--- src/rtl/audio_source_mixer_if.sv ---
// Bus between the sample sources/codec side and audio_source_mixer.
// master drives source selection, frame strobes and samples; slave is the mixer.
interface audio_source_mixer_if #(
  parameter int unsigned NUM_SRC  = 2,
  parameter int unsigned SAMPLE_W = 16,
  parameter int unsigned SEL_W    = 1
);
  logic [SEL_W-1:0]            sel;
  logic                        new_frame;
  logic [NUM_SRC*SAMPLE_W-1:0] src_sample;
  logic [NUM_SRC-1:0]          src_new_sample;
  logic [NUM_SRC-1:0]          src_reset;
  logic [SAMPLE_W-1:0]         sample_out;
  logic                        new_sample_out;
  logic                        fade_busy;

  modport master (
    output sel, new_frame, src_sample, src_new_sample,
    input  src_reset, sample_out, new_sample_out, fade_busy
  );

  modport slave (
    input  sel, new_frame, src_sample, src_new_sample,
    output src_reset, sample_out, new_sample_out, fade_busy
  );
endinterface

--- src/rtl/audio_source_mixer.sv ---
// N-source audio selector with click-free crossfade (fade-out, switch, fade-in).
// Unselected sources are held in reset; a registered sample plus a one-cycle
// new-sample strobe feed the codec and the wave display.
// Optional build macro MIXER_SRC_STROBE_EN: output samples are timed by the
// active source's own new-sample strobe instead of new_frame.
module audio_source_mixer #(
  parameter int unsigned NUM_SRC   = 2,
  parameter int unsigned SAMPLE_W  = 16,
  parameter int unsigned SEL_W     = 1,
  parameter int unsigned FADE_LOG2 = 6
) (
  input  logic                  clk,
  input  logic                  reset,
  audio_source_mixer_if.slave   bus
);
  localparam int unsigned GAIN_W = FADE_LOG2 + 1;
  localparam int unsigned PROD_W = SAMPLE_W + FADE_LOG2 + 2;
  localparam logic [GAIN_W-1:0]  UNITY    = GAIN_W'(2 ** FADE_LOG2);
  localparam logic [NUM_SRC-1:0] RST_INIT = ~NUM_SRC'(1);

  typedef enum logic [1:0] {
    STEADY,
    FADE_OUT,
    SWITCH,
    FADE_IN
  } state_t;

  state_t                      state, state_next;
  logic [SEL_W-1:0]            active, active_next;
  logic [SEL_W-1:0]            target, target_next;
  logic [GAIN_W-1:0]           gain, gain_next;
  logic [NUM_SRC-1:0]          src_reset_q, src_reset_next;
  logic signed [SAMPLE_W-1:0]  sample_q, sample_next;
  logic                        new_sample_q, new_sample_next;
  logic                        fade_busy_q;
  logic signed [SAMPLE_W-1:0]  cur_sample;
  logic signed [PROD_W-1:0]    prod;
  logic                        upd;

  // Currently audible source scaled by the pre-update gain
  assign cur_sample = $signed(bus.src_sample[32'(active)*SAMPLE_W +: SAMPLE_W]);
  assign prod       = PROD_W'(cur_sample) * PROD_W'($signed({1'b0, gain}));

`ifdef MIXER_SRC_STROBE_EN
  // Output sample timed by the active source's own strobe
  assign upd = bus.src_new_sample[active];
`else
  // Output sample timed by the codec frame; source strobes are not needed
  assign upd = bus.new_frame;
  logic unused_strobe;
  assign unused_strobe = |bus.src_new_sample;
`endif

  // Next-state, gain stepping and output sample computation
  always_comb begin
    state_next      = state;
    active_next     = active;
    gain_next       = gain;
    src_reset_next  = src_reset_q;
    target_next     = (32'(bus.sel) < NUM_SRC) ? bus.sel : target;
    sample_next     = upd ? SAMPLE_W'(prod >>> FADE_LOG2) : sample_q;
    new_sample_next = upd;

    case (state)
      STEADY: begin
        if (target != active) state_next = FADE_OUT;
      end
      FADE_OUT: begin
        if (target == active)   state_next = FADE_IN;
        else if (gain == '0)    state_next = SWITCH;
        else if (bus.new_frame) gain_next  = gain - GAIN_W'(1);
      end
      SWITCH: begin
        // Old source enters reset and new one leaves it on the same edge
        active_next    = target;
        src_reset_next = ~(NUM_SRC'(1) << target);
        state_next     = FADE_IN;
      end
      FADE_IN: begin
        if (target != active)   state_next = FADE_OUT;
        else if (gain == UNITY) state_next = STEADY;
        else if (bus.new_frame) gain_next  = gain + GAIN_W'(1);
      end
      default: state_next = STEADY;
    endcase
  end

  // State and output registers with synchronous reset
  always_ff @(posedge clk) begin
    if (reset) begin
      state        <= STEADY;
      active       <= '0;
      target       <= '0;
      gain         <= UNITY;
      src_reset_q  <= RST_INIT;
      sample_q     <= '0;
      new_sample_q <= 1'b0;
      fade_busy_q  <= 1'b0;
    end else begin
      state        <= state_next;
      active       <= active_next;
      target       <= target_next;
      gain         <= gain_next;
      src_reset_q  <= src_reset_next;
      sample_q     <= sample_next;
      new_sample_q <= new_sample_next;
      fade_busy_q  <= (state_next != STEADY);
    end
  end

  assign bus.src_reset      = src_reset_q;
  assign bus.sample_out     = sample_q;
  assign bus.new_sample_out = new_sample_q;
  assign bus.fade_busy      = fade_busy_q;
endmodule
--- src/flat_wrapper.sv ---
// flat-port wrapper written by rule: the top's interface ports become plain ports
module audio_source_mixer_flat 
#(
  parameter int unsigned NUM_SRC   = 2,
  parameter int unsigned SAMPLE_W  = 16,
  parameter int unsigned SEL_W     = 1,
  parameter int unsigned FADE_LOG2 = 6
)
  (clk, reset, bus_sel, bus_new_frame, bus_src_sample, bus_src_new_sample, bus_src_reset, bus_sample_out, bus_new_sample_out, bus_fade_busy);
  audio_source_mixer_if #(.NUM_SRC(NUM_SRC), .SAMPLE_W(SAMPLE_W), .SEL_W(SEL_W)) bus_i ();
  input  logic clk;
  input  logic reset;
  input wire logic [$bits(bus_i.sel)-1:0] bus_sel;
  input wire logic [$bits(bus_i.new_frame)-1:0] bus_new_frame;
  input wire logic [$bits(bus_i.src_sample)-1:0] bus_src_sample;
  input wire logic [$bits(bus_i.src_new_sample)-1:0] bus_src_new_sample;
  output wire logic [$bits(bus_i.src_reset)-1:0] bus_src_reset;
  output wire logic [$bits(bus_i.sample_out)-1:0] bus_sample_out;
  output wire logic [$bits(bus_i.new_sample_out)-1:0] bus_new_sample_out;
  output wire logic [$bits(bus_i.fade_busy)-1:0] bus_fade_busy;
  assign bus_i.sel = bus_sel;
  assign bus_i.new_frame = bus_new_frame;
  assign bus_i.src_sample = bus_src_sample;
  assign bus_i.src_new_sample = bus_src_new_sample;
  assign bus_src_reset = bus_i.src_reset;
  assign bus_sample_out = bus_i.sample_out;
  assign bus_new_sample_out = bus_i.new_sample_out;
  assign bus_fade_busy = bus_i.fade_busy;
  audio_source_mixer #(.NUM_SRC(NUM_SRC), .SAMPLE_W(SAMPLE_W), .SEL_W(SEL_W), .FADE_LOG2(FADE_LOG2)) u_core (.clk(clk), .reset(reset), .bus(bus_i));
endmodule
--- config.mk ---
export PLATFORM = sky130hd
export DESIGN_NAME = audio_source_mixer_flat
export DESIGN_NICKNAME = d
export VERILOG_FILES = /design/src/rtl/audio_source_mixer_if.sv /design/src/rtl/audio_source_mixer.sv /design/src/flat_wrapper.sv
export SDC_FILE = /design/constraint.sdc
export NUM_CORES = 1
export LEC_CHECK = 0
export CORE_UTILIZATION = 40
export CTS_CLUSTER_DIAMETER = 40
export DETAILED_ROUTE_END_ITERATION = 7
export GPL_TIMING_DRIVEN = 0
export MAX_ROUTING_LAYER = met4
export PLACE_DENSITY = 0.69
export SLEW_MARGIN = 20
export SYNTH_ARGS = -nofsm -noshare
export SYNTH_HDL_FRONTEND = slang
export SYNTH_SLANG_ARGS = --single-unit
--- constraint.sdc ---
create_clock -name clk -period 14.9 [get_ports clk]
set_input_delay 2.98 -clock clk [delete_from_list [all_inputs] [get_ports clk]]
set_output_delay 2.98 -clock clk [all_outputs]
set_load 0.05 [all_outputs]
### Metal layers overlaid, run 1

Bar = 20 um.
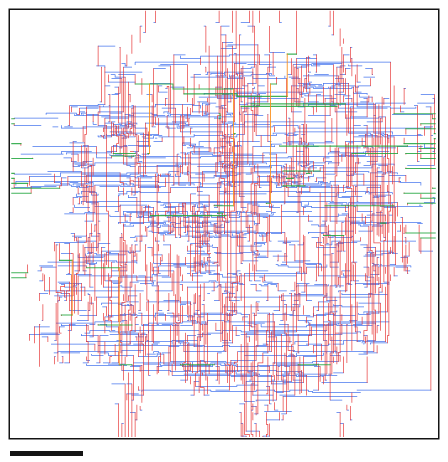
- blue: metal 1 (wire length 5890 um)
- green: metal 3 (wire length 427 um)
- red: metal 2 (wire length 6410 um)
- orange: metal 4 (wire length 137 um)
final wirelength: 12.87 mm
routed length per placed instance: 15.49 um

### I/O nets highlighted, run 1

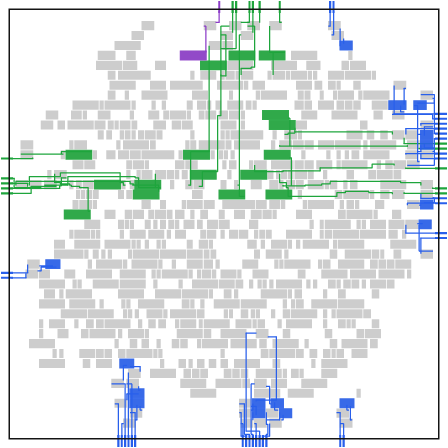
- purple: bus_new_sample_out (bits 1; direction output; edge top; end cells 1; wire 11.7 um)
- blue: bus_src_sample (bits 32; direction input; edge 16 bottom, 12 right, 2 top, 2 left; end cells 16; wire 476 um)
- green: bus_sample_out (bits 16; direction output; edge 6 top, 5 right, 5 left; end cells 16; wire 679 um)

==> results.py, run 1 <==
# Metrics from the implementation run
metrics = {
    "run_status": {
        "status": "finished clean",
    },
    "job": {
        "drv_cap": 0,
        "warnings": 28,
    },
    "cts": {
        "cts_buffer_depth": 2,
        "ctsHoldBuffers": 0,
        "cts_buffers": 5,
        "cts.sink_count": 30,
        "root_buffer": "clkbuf_16",
        "cts_setup_buffers": 0,
    },
    "power_and_ir_drop": {
        "p_switching_mw": 0.1505,
        "sw_frac_of_total_pct": 39.72,
        "p_clk_share_pct": 26.7,
        "combPwrFrac_pct": 47.9,
        "p_int_mw": 0.2285,
        "irDropWorstVdd_v": 0.00004725,
        "maxPowerGroup": "combinational logic",
    },
    "logic_synthesis": {
        "syn_area_um2": 5304,
        "top_area_share_pct": 30.57,
        "ys.flops": 30,
        "ys.flop_type": "dfxtp_1",
        "ys_area_um2": 5304,
        "synthCells": 597,
        "async_flop_share_pct": 0,
        "compound_area_share_pct": 8.964,
        "edf_count": 0,
        "adder_share_pct": 41.42,
        "synth.most_common_cell": "inv_1",
        "mux_share_pct": 4.907,
        "ys_seq_share_pct": 11.32,
    },
    "place": {
        "dpl_cell_area_um2": 6060,
        "place_inst": 823,
        "post-dp-hpwl_mm": 10.63,
        "gp_congestion": 0.8479,
    },
    "min_path": {
        "min_to": "u_core.bus.src_reset[1]",
        "min_path_cells": 1,
        "hp-start": "u_core.bus.src_reset[1]",
    },
    "detailed_routing": {
        "first_pass_iters": 4,
        "dr_total_vias": 4194,
        "drt_iter0_markers": 148,
        "ant_nets": 0,
        "drc": 0,
    },
    "timing": {
        "worst_slew_pin_slew_ps": 909.3,
        "fmax_ghz": 0.1210,
        "fin_crit_ps": 8263,
        "rsz0062_at_grt": "false",
        "hold_violations": 0,
        "worst_slack_ps": 6638,
        "maxSlewViolCount": 0,
        "totalNegativeSetupSlack_ps": 0,
        "fin_skew_ps": 6.625,
    },
    "final_layout": {
        "lay_top_cells": "115 x inv_1, 81 x fa_1, 59 x nor2b_1, 54 x clkdlybuf4s50_1, 46 x ha_1",
        "drive_gt1_share_pct": 3.642,
        "lay_top_count": "inv_1",
        "antenna_cells": 0,
        "design_area_um2": 6207,
    },
    "setup_path": {
        "critPathMaxFanout": 7,
        "crit_start": "bus_src_sample[24]",
        "slowest_delay_ps": 570,
        "worstSetupPathDepth": 17,
        "critical_path_class": "input port to flip-flop",
        "r2r_start": "u_core.bus.src_reset[0]",
        "cp-start-kind": "input port",
        "r2r-end": "u_core.bus.sample_out[14]",
        "endpoint": "u_core.bus.sample_out[14]",
        "r2r_cells": 18,
        "cp.arrival_ps": 8420,
    },
    "floorplanning": {
        "core_um2": 12770,
        "chip_area_um2": 13720,
        "ios": 58,
        "fp_util_pct": 41.52,
    },
    "grt": {
        "grt_max_degree": 12,
        "grt_pass1_vias": 4527,
        "grt_usage_pct": 21.55,
        "grt_first_pass_wirelength_mm": 22.05,
    },
}
### Cell outlines without signal wires, run 1

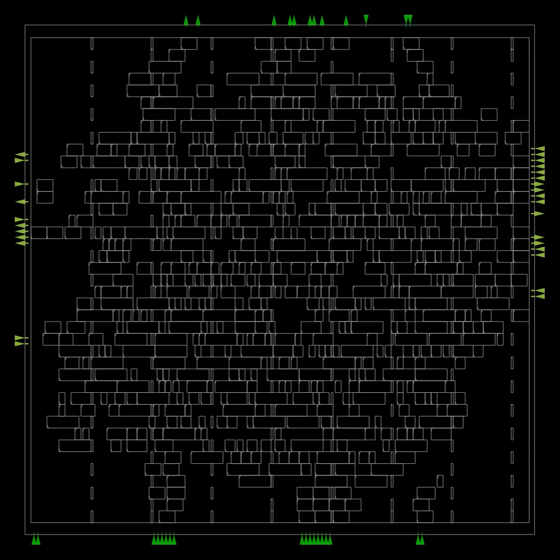
Layout Cells excl Fill: 831
# fillers: 1209
Seq area share: 9.675%
Layout Utilization: 48.59%
flip-flop and latch count: 30

### I/O pins on the die edge, run 1

Pins as bars across the die edge, other pins in gray.
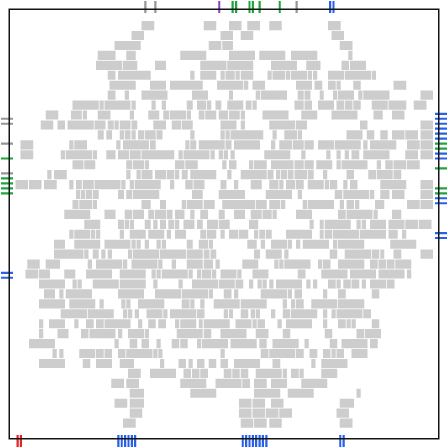
- blue: bus_src_sample (pins 32; direction input; edge 16 bottom, 12 right, 2 top, 2 left)
- red: bus_src_new_sample (pins 2; direction input; edge bottom)
- green: bus_sample_out (pins 16; direction output; edge 6 top, 5 right, 5 left)
- purple: bus_new_sample_out (pins 1; direction output; edge top)
- all pins by edge: 18 bottom, 17 right, 12 top, 11 left
Die Width: 117.2 um
Port Buffers: 54
Die Y: 117.2 um

==> run 1: layout make-up <==
type / instances / area [um2]
clock inverters: 1 / 5.005
well taps: 172 / 215.2
clock buffers: 7 / 142.6
repair buffers: 54 / 540.5
multi-input cells: 432 / 4184
fillers: 1209 / 6566
inverters: 115 / 431.7
plain buffers: 20 / 87.58
flip-flops and latches: 30 / 600.6
==> run 1: layer usage <==
metal / track usage, % / vias up / wire length [um]
li1: - / 1992 / -
met1: 27.05 / 2105 / 5892
met2: 38.43 / 84 / 6413
met3: 1.751 / 13 / 426
met4: 3.460 / 0 / 136
met5: - / - / 0
==> inputs of run 2 (changes only) <==
Clock period 14.9 ns to 8.53 ns, I/O delays scaled along.
### I/O pins on the die edge, run 2

Pins as bars across the die edge, other pins in gray.
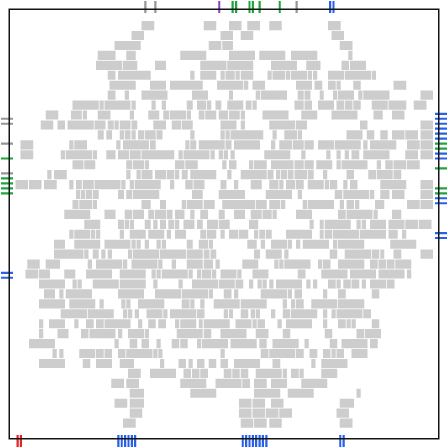
- green: bus_sample_out (pins 16; direction output; edge 6 top, 5 right, 5 left)
- purple: bus_new_sample_out (pins 1; direction output; edge top)
- blue: bus_src_sample (pins 32; direction input; edge 16 bottom, 12 right, 2 top, 2 left)
- red: bus_src_new_sample (pins 2; direction input; edge bottom)
- all pins by edge: 18 bottom, 17 right, 12 top, 11 left

### Cell outlines without signal wires, run 2

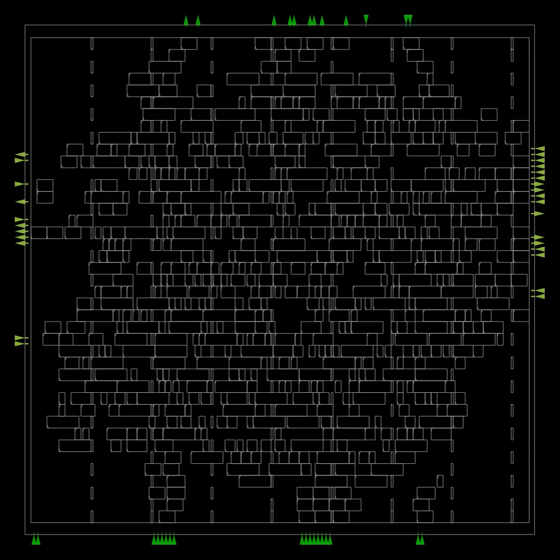
Tap Cells: 172
num rows: 41
Core Box Area: 12770 um2

==> results.py, run 2 <==
# Metrics from the implementation run
metrics = {
    "logic_synthesis": {
        "synthCells": 597,
        "syn_area_um2": 5304,
        "async_flop_share_pct": 0,
    },
    "detailed_routing": {
        "drc": 0,
        "dr.max_layer_used": "met4",
        "drt_iter0_markers": 148,
        "routedWlPerCell_um": 15.49,
    },
    "final_layout": {
        "fillCellCount": 1209,
        "clock_buffers": 7,
        "final-clk-cell-share_pct": 2.379,
        "design_area_um2": 6207,
        "antenna_cells": 0,
        "logic_area_um2": 4184,
    },
    "cts": {
        "cts_buffer_depth": 2,
        "cts_buffers": 5,
        "cts.sink_count": 30,
    },
    "grt": {
        "busiest_layer": "met2",
        "grt_max_degree": 12,
    },
    "setup_path": {
        "crit_start": "bus_src_sample[24]",
        "endpoint": "u_core.bus.sample_out[14]",
        "r2r-end": "u_core.bus.sample_out[14]",
        "cp.arrival_ps": 7150,
    },
    "timing": {
        "fmax_ghz": 0.1431,
        "fin_skew_ps": 6.625,
        "worst_slack_ps": 1542,
        "fin_crit_ps": 6988,
    },
    "min_path": {
        "min_path_cells": 1,
        "hp-start": "u_core.bus.src_reset[1]",
    },
    "run_status": {
        "status": "finished clean",
    },
    "place": {
        "dpl_cell_area_um2": 6060,
        "post-dp-hpwl_mm": 10.63,
    },
    "power_and_ir_drop": {
        "p_int_mw": 0.3991,
        "combPwrFrac_pct": 47.9,
        "p_clk_share_pct": 26.7,
    },
    "floorplanning": {
        "ios": 58,
    },
}
[run 2: cell counts after synthesis]
No cell type changed its count.
[run 2: worst max-delay path, cell delays in order]
cell             delay, ps
clkdlybuf4s50_1        420
mux2i_1                510
nand2b_1               220
fa_1                   430
inv_1                   80
fa_1                   450
fa_1                   560
inv_1                   60
fa_1                   540
inv_1                   40
ha_1                   350
a21o_1                 210
a211oi_1               570
a2111oi_0              250
a21oi_1                350
nor4bb_1               330
nor3_1                  80
[run 2: power by group through the flow]
stage                     Clock, mW  Combinational (mW)  Sequential [mW]
after floorplan                   0               0.186            0.207
final                         0.177               0.317            0.168
after global routing          0.185               0.355            0.170
after global placement            0               0.309            0.170
after detailed placement          0               0.318            0.170
after CTS                     0.178               0.320            0.168
Power figures rest on the tool's default switching activity, not on a simulated workload.
